Design seg_display_arbiter_flat, sky130hd; sources not shown.
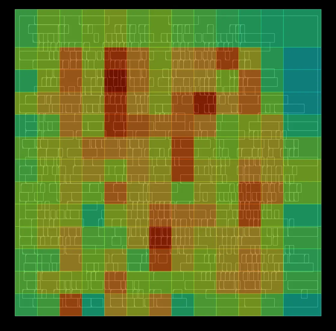
**Above:** routing congestion map.
grt met3 use: 3.95%
layer with the highest usage: met2
grt met1 use: 34.3%
Util after Layout: 61.5%

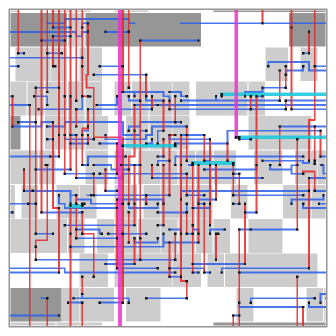
**Above:** close-up of the layout.
Window x 35 to 60, y 16 to 41 µm. Cells in grey, sequential cells in the stronger grey; small squares are vias.
Blue stands for met1. Red stands for met2. Cyan stands for met3. Magenta stands for met4.
Sequential cells in the window: 1. 64 logic cells have their middle in the window. Most frequent: nand2_1 (19), inv_1 (11), a21oi_1 (6).

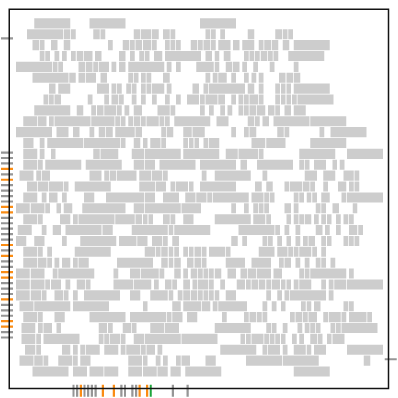
**Above:** pin map.
Scale: 4 px per µm. Pins as bars across the die edge, other pins in grey.
Orange stands for bus_disp_data, pins 16, direction output, edge 11 left, 5 bottom. Green stands for bus_req0, pins 1, direction input, edge bottom.
All pins by edge: 36 left, 18 bottom, 1 right.
port buffer count: 54
chip width: 94.5 µm
Die Span Y: 94.5 µm

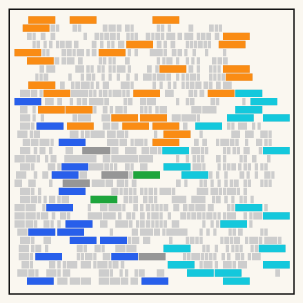
**Above:** sequential cells grouped by signal name.
Scale: 3 px per µm. Other sequential cells in the stronger grey, the rest of the logic in the fainter grey.
Green stands for u_core.state_q, sequential cells 2. Orange stands for u_core.idle_cnt_q, sequential cells 26. Cyan stands for u_core.hold_cnt_q, sequential cells 20. Blue stands for u_core.bus.disp_data, sequential cells 16.
fraction of area in registers: 33.5%
Seq. pwr: 0.00133 W
FF+latch area: 1700 µm²

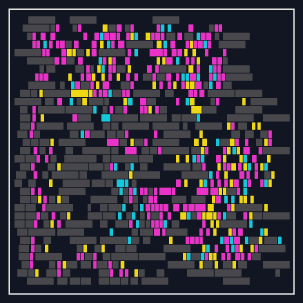
**Above:** gate-type map.
Scale: 3 px per µm.
Magenta stands for NAND gates, cells 233, most used nand2_1, where spread over the die. Yellow stands for NOR gates, cells 109, most used nor2_1, where spread over the die. Cyan stands for inverters, cells 68, most used inv_1.
Comb/total area: 43.5%
Finished Layout Cells: 763
most used logic cell in the final layout: nand2_1

==> out/metrics.yaml <==
sta:
  setup_viol: 0
  hold_viol_final: 0
  relSlewSlack_pct: 64.2
  rsz0062_at_grt: "false"
  skew_ns: 0.0159
  period_used_pct: 90.3
  fin_crit_ns: 2.53
  timing.final.max_slew_violations: 0
  worst_slew_pin_slew_ns: 0.537
  timing.final.ws_setup_ns: 0.271
  max_freq_mhz: 395
  whs_ns: 0.201
clock_tree:
  post-cts-setup-buffers: 0
  cts_root_buf: "clkbuf_8"
  h-tree-depth: 3
  worstSkewPairLatency_ns: 0.33
  cts_buffer_depth: 2
  clkTransAtPathRegs_ns: 0.08
  clock_sink_count: 68
  cts_tree: "yes"
  cts_hold_buf: 0
drt:
  via_per_inst: 5.21
  route.detailed.drc: 0
  drtIter0Drc: 261
  wirelength_um: 9870
  vias: 3975
  final_antenna_net_count: 0
  firstDrtPassIters: 5
  drt-wirelength-per-cell_um: 12.9
synthesis:
  ys_cells: 589
  ff_type: "dfrtp_1"
  numSynthFlops: 68
  ys_chip_area_um2: 4270
  synthCells: 589
  synth-edff-count: 0
  ys_seq_share_pct: 39.8
  syn_area_um2: 4270
  synth_top_area_share_pct: 39.2
  async_reset_ff_share_pct: 100
  yosys_warnings: 0
  yosysUniqueCellTypes: 37
  synth_nets: 633
  synth_area_per_cell_um2: 7.26
  synth_top_cell_by_area: "dfrtp_1"
layout:
  syn_to_final_growth_pct: 18.9
  logic_area_um2: 2210
  final_area_um2: 5080
  drive_gt1_share_pct: 10.9
  lay_top_cells: "162 x nand2_1, 92 x nor2_1, 67 x dfrtp_1"
  fillers: 767
  diodes: 0
  largest_reg_flops: 26
job:
  warnings: 30
  cap_violations: 0
place:
  gp_congestion: 0.944
  placed_cells: 746
  dpl-instance-area_um2: 4880
  dp_hpwl_um: 7420
  dpl_worst_slack_ns: -0.0922
worst_setup_path:
  cpMostUsedCell: "nand2_1"
  cp-end-kind: "flip-flop"
  startpoint_type: "flip-flop"
  r2r_slack_ns: 0.27
  path_max_fanout: 6
  critPathMaxStageDelay_ns: 0.39
  worstSetupPathType: "reg2reg"
  worst-r2r-cell-count: 13
  worst-endpoint-arrival_ns: 2.76
  crit_required_ns: 3.03
  crit_slowest_cell: "dfrtp_1"
  path_cells: "ha_1 > nand3_1 > nor2_2 > nand3_2 > nand2_1 > nand2_1 > nand2_1 > nand3_1 > nand2_1 > nand2_1 > ha_4 > clkinvlp_2 > o31ai_1"
die:
  io_pins: 55
  core_util_floorplan_pct: 51.8
  core_area_um2: 8260
  dieArea_um2: 8920
  std_cell_rows: 33
power:
  p_leak_nw: 2.32
  vdd_ir_drop_max_mv: 1.04
  totalPowerFinal_w: 0.00538
  power_density_nw_per_um2: 1060
global_routing:
  grt_max_degree: 49
  grt_pass1_vias: 3708
  grt.total_usage_pct: 24.5
  grt-ovfl-total: 0
  use_met2_pct: 39.4
  grt_pass1_wl_um: 17200
worst_hold_path:
  hp-class: "in2async"
status:
  status: "completed"
## where the power goes
part	total, W	internal [W]	leakage (nW)	switching [W]
Combinational	0.00327	0.000881	1.34	0.00239
Sequential	0.00133	0.00120	0.890	0.000131
Clock	0.000783	0.000408	0.0931	0.000375
## cells in the mapped netlist, drive strengths merged, types with 7 or more instances
master	number
dfrtp	67
a31oi	18
nor3	14
ha	8
o21ai	24
nand3	53
a21oi	8
inv	63
clkbuf	7
buf	7
nor2	95
nand4	12
xor2	25
nand2	167
## logic make-up after synthesis
logic type	after synthesis	share of synthesized area (%)
compound gates	61	8.84
xor+xnor	27	5.53
flops	68	39.8
fa+ha+maj	8	2.34
simple gates	344	34.7
buf+inv	81	8.78
## critical path: cells and delay by family (launching register included)
kind                     cells  cell delay, ns
AND-OR/OR-AND                1            0.26
flip-flops                   1            0.39
adder cells (fa/ha/maj)      2            0.57
buffers and inverters        1            0.18
AND/OR/NAND/NOR              9            1.04
## per-layer routing
layer,share of wire (%),wire (µm),vias to the layer above
li1,-,-,2018
met1,48,4790,1838
met2,45,4430,112
met3,5.7,558,7
met4,1.0,100,0
met5,0,0,-
## cell type report
| class | instances | share of cell area [%] |
|---|---|---|
| Timing Repair inverter | 1 | 0.0985 |
| Sequential cell | 68 | 33.5 |
| Clock buffer | 11 | 2.58 |
| Inverter | 67 | 5.12 |
| Clock inverter | 5 | 1.03 |
| Multi-Input combinational cell | 440 | 43.5 |
| Tap cell | 105 | 2.58 |
| Timing Repair Buffer | 66 | 11.6 |
## timing repair
action / in CTS / in global routing
setup endpoints to repair: 0 / 21
hold endpoints to repair: 0 / 0
resized: 0 / 3
## through the flow
| stage | setup TNS (ns) | util [%] |
|---|---|---|
| CTS | 0 | 61.3 |
| finish | 0 | 61.5 |
| global route | 0 | 61.5 |
| global placement | -0.117 | 59.1 |
| detailed placement | -0.489 | 59.1 |
| floorplan | 0 | - |
Power is estimated from default activity; no workload was simulated.
